## src/rtl/filter_svf_mc_if.sv

```systemverilog
// Bus bundle for the multichannel state-variable filter: sample-set input
// handshake, per-channel coefficients, clear, and the filtered output strobe.
// Handshake: a set is taken on a rising clk edge where in_valid && in_ready;
// in_valid seen while in_ready is low is dropped and reported via overrun.
interface filter_svf_mc_if #(
  parameter int DATA_W = 12,
  parameter int NUM_CH = 4
);
  logic                     in_valid;
  logic                     in_ready;
  logic [NUM_CH*DATA_W-1:0] in_data;
  logic [NUM_CH*18-1:0]     F;
  logic [NUM_CH*18-1:0]     Q1;
  logic [NUM_CH*2-1:0]      mode;
  logic                     clear;
  logic                     out_valid;
  logic [NUM_CH*DATA_W-1:0] out_data;
  logic                     overrun;

  modport master (
    output in_valid, in_data, F, Q1, mode, clear,
    input  in_ready, out_valid, out_data, overrun
  );

  modport slave (
    input  in_valid, in_data, F, Q1, mode, clear,
    output in_ready, out_valid, out_data, overrun
  );
endinterface

```

## src/rtl/filter_svf_mc.sv

```systemverilog
// Time-multiplexed Chamberlin state-variable filter: NUM_CH channels share one
// signed multiplier, three steps (L, H, B) per channel per sample set.
module filter_svf_mc #(
  parameter int DATA_W = 12,
  parameter int NUM_CH = 4
) (
  input  logic              clk,
  input  logic              rst_n,
  filter_svf_mc_if.slave    bus,
  output logic [1:0]        dbg_state
);

  localparam int S  = DATA_W + 4;
  localparam int PW = 19 + S;
  localparam int AW = PW + 2;
  localparam int IW = (NUM_CH > 1) ? $clog2(NUM_CH) : 1;
  localparam logic [IW-1:0] LAST = IW'(NUM_CH - 1);

  localparam logic signed [AW-1:0] S_MAX = AW'((64'sd1 <<< (S - 1)) - 64'sd1);
  localparam logic signed [AW-1:0] S_MIN = AW'(-(64'sd1 <<< (S - 1)));
  localparam logic signed [S-1:0]  O_MAX = S'((1 << (DATA_W - 1)) - 1);
  localparam logic signed [S-1:0]  O_MIN = S'(-(1 << (DATA_W - 1)));

  typedef enum logic [1:0] {
    IDLE   = 2'd0,
    CALC_L = 2'd1,
    CALC_H = 2'd2,
    CALC_B = 2'd3
  } state_t;

  state_t        state, state_n;
  logic [IW-1:0] idx, idx_n;
  logic          accept;

  // Captured per-channel operands; frozen between accepts
  logic signed [DATA_W-1:0] in_q    [NUM_CH];
  logic [17:0]              f_q     [NUM_CH];
  logic [17:0]              q_q     [NUM_CH];
  logic [1:0]               mode_q  [NUM_CH];

  logic signed [S-1:0]      l_st    [NUM_CH];
  logic signed [S-1:0]      b_st    [NUM_CH];
  logic signed [S-1:0]      h_q;
  logic signed [DATA_W-1:0] out_stage [NUM_CH];
  logic signed [DATA_W-1:0] out_reg   [NUM_CH];

  function automatic logic signed [AW-1:0] sx_s(input logic signed [S-1:0] v);
    return {{(AW-S){v[S-1]}}, v};
  endfunction

  function automatic logic signed [AW-1:0] sx_d(input logic signed [DATA_W-1:0] v);
    return {{(AW-DATA_W){v[DATA_W-1]}}, v};
  endfunction

  function automatic logic signed [S-1:0] sat_s(input logic signed [AW-1:0] v);
    if (v > S_MAX)      return S_MAX[S-1:0];
    else if (v < S_MIN) return S_MIN[S-1:0];
    else                return v[S-1:0];
  endfunction

  function automatic logic signed [DATA_W-1:0] sat_o(input logic signed [S-1:0] v);
    if (v > O_MAX)      return O_MAX[DATA_W-1:0];
    else if (v < O_MIN) return O_MIN[DATA_W-1:0];
    else                return v[DATA_W-1:0];
  endfunction

  assign accept = bus.in_valid && (state == IDLE) && !bus.clear;

  // FSM: state register
  always_ff @(posedge clk or negedge rst_n) begin
    if (!rst_n) begin
      state <= IDLE;
      idx   <= '0;
    end else begin
      state <= state_n;
      idx   <= idx_n;
    end
  end

  // FSM: next state
  always_comb begin
    state_n = state;
    idx_n   = idx;
    unique case (state)
      IDLE: begin
        idx_n = '0;
        if (accept) state_n = CALC_L;
      end
      CALC_L: state_n = CALC_H;
      CALC_H: state_n = CALC_B;
      CALC_B: begin
        if (idx == LAST) begin
          state_n = IDLE;
          idx_n   = '0;
        end else begin
          state_n = CALC_L;
          idx_n   = idx + IW'(1);
        end
      end
      default: state_n = IDLE;
    endcase
    if (bus.clear) begin
      state_n = IDLE;
      idx_n   = '0;
    end
  end

  // FSM: outputs
  always_comb begin
    bus.in_ready = (state == IDLE);
    dbg_state    = state;
  end

  // Shared multiplier; coefficients are zero-extended so they stay non-negative
  logic signed [18:0]   m_a;
  logic signed [S-1:0]  m_b;
  logic signed [PW-1:0] prod;
  logic signed [AW-1:0] sh17, sh16;
  logic signed [S-1:0]  l_cur, b_cur, l_new, h_new, b_new, n_new, sel;
  logic signed [DATA_W-1:0] sel_o;

  always_comb begin
    l_cur = l_st[idx];
    b_cur = b_st[idx];
    unique case (state)
      CALC_H: begin
        m_a = $signed({1'b0, q_q[idx]});
        m_b = b_cur;
      end
      CALC_B: begin
        m_a = $signed({1'b0, f_q[idx]});
        m_b = h_q;
      end
      default: begin
        m_a = $signed({1'b0, f_q[idx]});
        m_b = b_cur;
      end
    endcase
    prod  = m_a * m_b;
    sh17  = $signed({{2{prod[PW-1]}}, prod}) >>> 17;
    sh16  = $signed({{2{prod[PW-1]}}, prod}) >>> 16;
    l_new = sat_s(sx_s(l_cur) + sh17);
    h_new = sat_s(sx_d(in_q[idx]) - sx_s(l_cur) - sh16);
    b_new = sat_s(sx_s(b_cur) + sh17);
    // l_cur already holds L' once CALC_L has been written back
    n_new = sat_s(sx_s(h_q) + sx_s(l_cur));
    unique case (mode_q[idx])
      2'b00:   sel = l_cur;
      2'b01:   sel = b_new;
      2'b10:   sel = h_q;
      default: sel = n_new;
    endcase
    sel_o = sat_o(sel);
  end

  always_ff @(posedge clk or negedge rst_n) begin
    if (!rst_n) begin
      bus.out_valid <= 1'b0;
      bus.overrun   <= 1'b0;
      h_q           <= '0;
      for (int k = 0; k < NUM_CH; k++) begin
        l_st[k]      <= '0;
        b_st[k]      <= '0;
        in_q[k]      <= '0;
        f_q[k]       <= '0;
        q_q[k]       <= '0;
        mode_q[k]    <= '0;
        out_stage[k] <= '0;
        out_reg[k]   <= '0;
      end
    end else begin
      bus.out_valid <= 1'b0;
      bus.overrun   <= bus.in_valid && (state != IDLE) && !bus.clear;
      if (bus.clear) begin
        for (int k = 0; k < NUM_CH; k++) begin
          l_st[k] <= '0;
          b_st[k] <= '0;
        end
      end else begin
        unique case (state)
          IDLE: begin
            if (accept) begin
              for (int k = 0; k < NUM_CH; k++) begin
                in_q[k]   <= bus.in_data[k*DATA_W +: DATA_W];
                f_q[k]    <= bus.F[k*18 +: 18];
                q_q[k]    <= bus.Q1[k*18 +: 18];
                mode_q[k] <= bus.mode[k*2 +: 2];
              end
            end
          end
          CALC_L: l_st[idx] <= l_new;
          CALC_H: h_q <= h_new;
          CALC_B: begin
            b_st[idx]      <= b_new;
            out_stage[idx] <= sel_o;
            // Publish every channel together so out_data only moves with out_valid
            if (idx == LAST) begin
              bus.out_valid <= 1'b1;
              for (int k = 0; k < NUM_CH; k++)
                out_reg[k] <= (IW'(k) == idx) ? sel_o : out_stage[k];
            end
          end
          default: ;
        endcase
      end
    end
  end

  always_comb begin
    bus.out_data = '0;
    for (int k = 0; k < NUM_CH; k++)
      bus.out_data[k*DATA_W +: DATA_W] = out_reg[k];
  end

endmodule
```

## src/flat_wrapper.sv

```systemverilog
// flat-port wrapper written by rule: the top's interface ports become plain ports
module filter_svf_mc_flat 
#(
  parameter int DATA_W = 12,
  parameter int NUM_CH = 4
)
  (clk, rst_n, dbg_state, bus_in_valid, bus_in_data, bus_F, bus_Q1, bus_mode, bus_clear, bus_in_ready, bus_out_valid, bus_out_data, bus_overrun);
  filter_svf_mc_if #(.DATA_W(DATA_W), .NUM_CH(NUM_CH)) bus_i ();
  input  logic clk;
  input  logic rst_n;
  output logic [1:0] dbg_state;
  input wire logic [$bits(bus_i.in_valid)-1:0] bus_in_valid;
  input wire logic [$bits(bus_i.in_data)-1:0] bus_in_data;
  input wire logic [$bits(bus_i.F)-1:0] bus_F;
  input wire logic [$bits(bus_i.Q1)-1:0] bus_Q1;
  input wire logic [$bits(bus_i.mode)-1:0] bus_mode;
  input wire logic [$bits(bus_i.clear)-1:0] bus_clear;
  output wire logic [$bits(bus_i.in_ready)-1:0] bus_in_ready;
  output wire logic [$bits(bus_i.out_valid)-1:0] bus_out_valid;
  output wire logic [$bits(bus_i.out_data)-1:0] bus_out_data;
  output wire logic [$bits(bus_i.overrun)-1:0] bus_overrun;
  assign bus_i.in_valid = bus_in_valid;
  assign bus_i.in_data = bus_in_data;
  assign bus_i.F = bus_F;
  assign bus_i.Q1 = bus_Q1;
  assign bus_i.mode = bus_mode;
  assign bus_i.clear = bus_clear;
  assign bus_in_ready = bus_i.in_ready;
  assign bus_out_valid = bus_i.out_valid;
  assign bus_out_data = bus_i.out_data;
  assign bus_overrun = bus_i.overrun;
  filter_svf_mc #(.DATA_W(DATA_W), .NUM_CH(NUM_CH)) u_core (.clk(clk), .rst_n(rst_n), .bus(bus_i), .dbg_state(dbg_state));
endmodule
```

## config.mk

```make
export PLATFORM = sky130hd
export DESIGN_NAME = filter_svf_mc_flat
export DESIGN_NICKNAME = d
export VERILOG_FILES = /design/src/rtl/filter_svf_mc_if.sv /design/src/rtl/filter_svf_mc.sv /design/src/flat_wrapper.sv
export SDC_FILE = /design/constraint.sdc
export NUM_CORES = 2
export LEC_CHECK = 0
export CORE_ASPECT_RATIO = 1.25
export CORE_UTILIZATION = 47
export CTS_CLUSTER_SIZE = 14
export DETAILED_ROUTE_END_ITERATION = 12
export PLACE_DENSITY = 0.67
export SLEW_MARGIN = 30
export SYNTH_ARGS = -nofsm -noshare
export SYNTH_HDL_FRONTEND = slang
export SYNTH_SLANG_ARGS = --single-unit
```

## constraint.sdc

```tcl
create_clock -name clk -period 18.5 [get_ports clk]
set_input_delay 3.7 -clock clk [delete_from_list [all_inputs] [get_ports clk]]
set_output_delay 3.7 -clock clk [all_outputs]
set_load 0.01 [all_outputs]
```

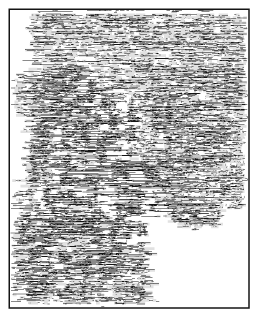
m1.png
Drawn at 1 px/um.
The wires run mostly horizontal. The layer carries 37.0 mm of wire.
Post-Route WL: 97700 um
via count: 24897
met1 usage: 33.6%

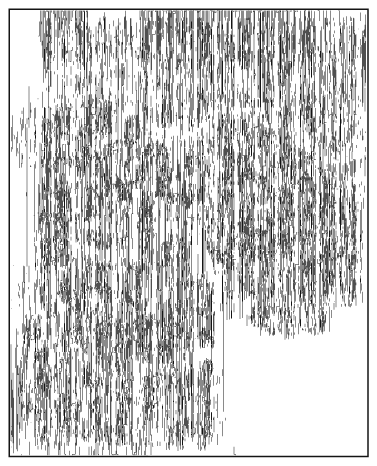
m2.png
Drawn at 1.5 px/um.
3463 nets have wire on it. The longest straight run is 108 um. The layer carries 51.8 mm of wire.

==> reports/qor.txt <==
Outcome = finished clean
Global route overflow = 0
Max clock buf depth = 3
Final hold violations = 0
Flip-flops with a built-in enable = 0
Worst path top cell family by delay = AND-OR/OR-AND gates
Worst min-delay path category = reg -> reg
First-pass iteration count of the detailed router = 5
Core area = 0.0685 sq mm
Cell area after layout = 0.0380 sq mm
Final setup viols = 0
Fin crit period = 13.34 ns
Register share after synthesis = 33.1%
YS warnings = 0
Yosys stat cell total = 3070
Cell count after synthesis = 3070
DP Wirelength = 74700 um
# clock sinks = 434
FP Util = 47.8%
CTS resizes = 0
Remaining routing DRC violations = 0
Htree depth = 2
Hold Path End = u_core.b_st[31]$_DFFE_PN0P_
Place WS = 5.04 ns
Gr usage total = 28.0%
Top routing layer in use = met4
Peak supply drop = 0.126 mV
Worst path required time = 18.93 ns
IO Count = 257
Leak = 0.0172 uW
Drt initial violations = 1558
Yosys stat chip area = 0.0328 sq mm
Placed cell count = 4160
Area Overhead vs Synth = 16.1%
Vias per cell = 5.86
M1 WL = 37000 um
Distinct lib cells = 79
Rows = 107
Delay of the slowest critical-path stage = 0.82 ns
Ys flop type = dfrtp_1
CP max FO = 37
Top cells by count, synth = dfrtp_1 (434), inv_1 (349), nand2_1 (278)
Layout cell share with drive strength beyond 1 = 14.6%
XOR/XNOR Area Share = 1.92%
Most numerous logic cell after layout = dfrtp_1
Overall power = 6530 uW
Slowest cell on crit path = dfrtp_4
CTS buffer count = 45
Pwr/cell area = 172 mW/mm^2
Most used cell, CP = fa_1
OpenROAD warning count = 43
Worst R2R Start = u_core.idx[1]$_DFFE_PN0P_
Met3 routed WL = 4620 um
Final setup margin = 5.16 ns
Arr. time, crit path = 13.76 ns
Mux cell area share after synthesis = 14.7%
Fin crit share = 72.1%
Clk root buf = clkbuf_16
DIE HEIGHT = 297 um
Slew Limit Fails = 0
Slew HR = 34.3%
Total setup buffers inserted after CTS = 0
Synth top cell by count = dfrtp_1
Yosys simple share = 9.33%
Initial antenna violation count = 8
Startpoint types = flip-flop
CTS tree = yes
Die area = 0.0708 sq mm
Vias in the first global route = 26384
Syn Area/Cell = 10.7 sq um
Hold Path Cell Cnt = 2
Adder Share, Synth = 22.8%
Unrepaired setup endpoints after global routing = no
Top-area cell share = 33.1%
Synth Net Count = 3724
DP Area = 0.0364 sq mm
Met2 WL = 51800 um
Clk_skew = 0.0430 ns
AND-OR/OR-AND Cells, Area Fraction = 12.4%
Late-Pin Clk Latency = 0.62 ns
Max_cap viols = 0
Synthesized registers = 434
GPL Wtd Cong = 0.911
GR peak layer = met2
Ys async rst share = 100%
Post-CTS Hold Buffers = 0
Setup Total Neg Slack = 0 ns
Nets = 3937
Synth area leader = dfrtp_1
CTS clock-pin slew for the worst setup and hold paths = 0.06 ns
WP depth = 38
Post-route antenna net violation count = 0
Met2 Use GR = 50.1%
Post-DR wirelength/cell = 23.0 um
Top cells by area = dfrtp_1 (33%), fa_1 (15%), ha_1 (7.9%)
Hold_ws = 0.480 ns
Final std cells w/o fill = 4251
Largest net degree at the start of global routing = 165
Die X = 238 um
Crit Path Class = reg -> reg
First-pass GRT wire length = 153000 um
Most frequent cells in the layout = dfrtp_1 (432), inv_1 (349), nand2_1 (277)
R2R setup slack = 5.16 ns
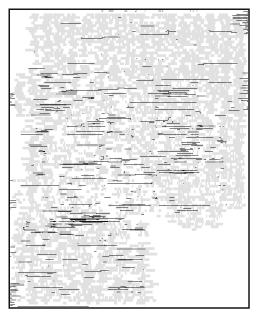
m3.png
Drawn at 1 px/um.
The longest straight run is 71.1 um. The wires run mostly horizontal.
grt met3 use: 3.15%

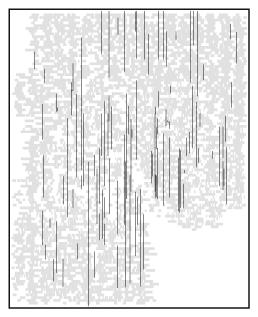
m4.png
Drawn at 1 px/um.
The wires run mostly vertical. 77 nets have wire on it. The layer holds 4.4% of the routed length. The longest straight run is 144 um.

## report_power, final
| part | leakage, uW | switching (uW) | internal [uW] |
|---|---|---|---|
| clock | 0.000718 | 407 | 512 |
| combinational | 0.0110 | 2580 | 1620 |
| sequential | 0.00555 | 185 | 1220 |
## worst max path at each step
stage                                    startpoint                                   to  slack [ns]
after CTS                 u_core.idx[1]$_DFFE_PN0P_  u_core.bus.out_data[45]$_DFFE_PN0P_        5.03
final                     u_core.idx[1]$_DFFE_PN0P_  u_core.bus.out_data[13]$_DFFE_PN0P_        5.16
after global routing      u_core.idx[1]$_DFFE_PN0P_  u_core.bus.out_data[12]$_DFFE_PN0P_        4.50
after detailed placement  u_core.idx[1]$_DFFE_PN0P_  u_core.bus.out_data[45]$_DFFE_PN0P_        5.04
after floorplan           u_core.idx[0]$_DFFE_PN0P_           u_core.h_q[10]$_DFFE_PN0P_        6.61
after global placement    u_core.idx[1]$_DFFE_PN0P_  u_core.bus.out_data[45]$_DFFE_PN0P_        5.11
## layout make-up
cell class,count,area (sq um),area share [%]
Multi-Input combinational cell,2143,20100,53.0
Sequential cell,434,10900,28.6
Clock inverter,15,196,0.517
Timing Repair Buffer,308,3050,8.01
Tap cell,926,1160,3.05
Clock buffer,66,1270,3.35
Inverter,351,1320,3.46
Antenna cell,8,20.0,0.0526
## state kept, by name, summed over array words and instances (netlist names)
register,flops
u_core.bus.out_valid,1
u_core.bus.out_data,48
u_core.idx,2
u_core.b_st,64
u_core.dbg_state,2
u_core.mode_q,8
u_core.h_q,16
u_core.f_q,72
u_core.in_q,48
u_core.bus.overrun,1
u_core.l_st,64
u_core.q_q,72
u_core.out_stage,36
## kinds of logic after synthesis
kind of cell | Yosys count
simple gates | 679
mux | 351
flops | 434
buf+inv | 493
fa+ha+maj | 450
compound gates | 591
xor+xnor | 72
Power figures rest on the tool's default switching activity, not on a simulated workload.
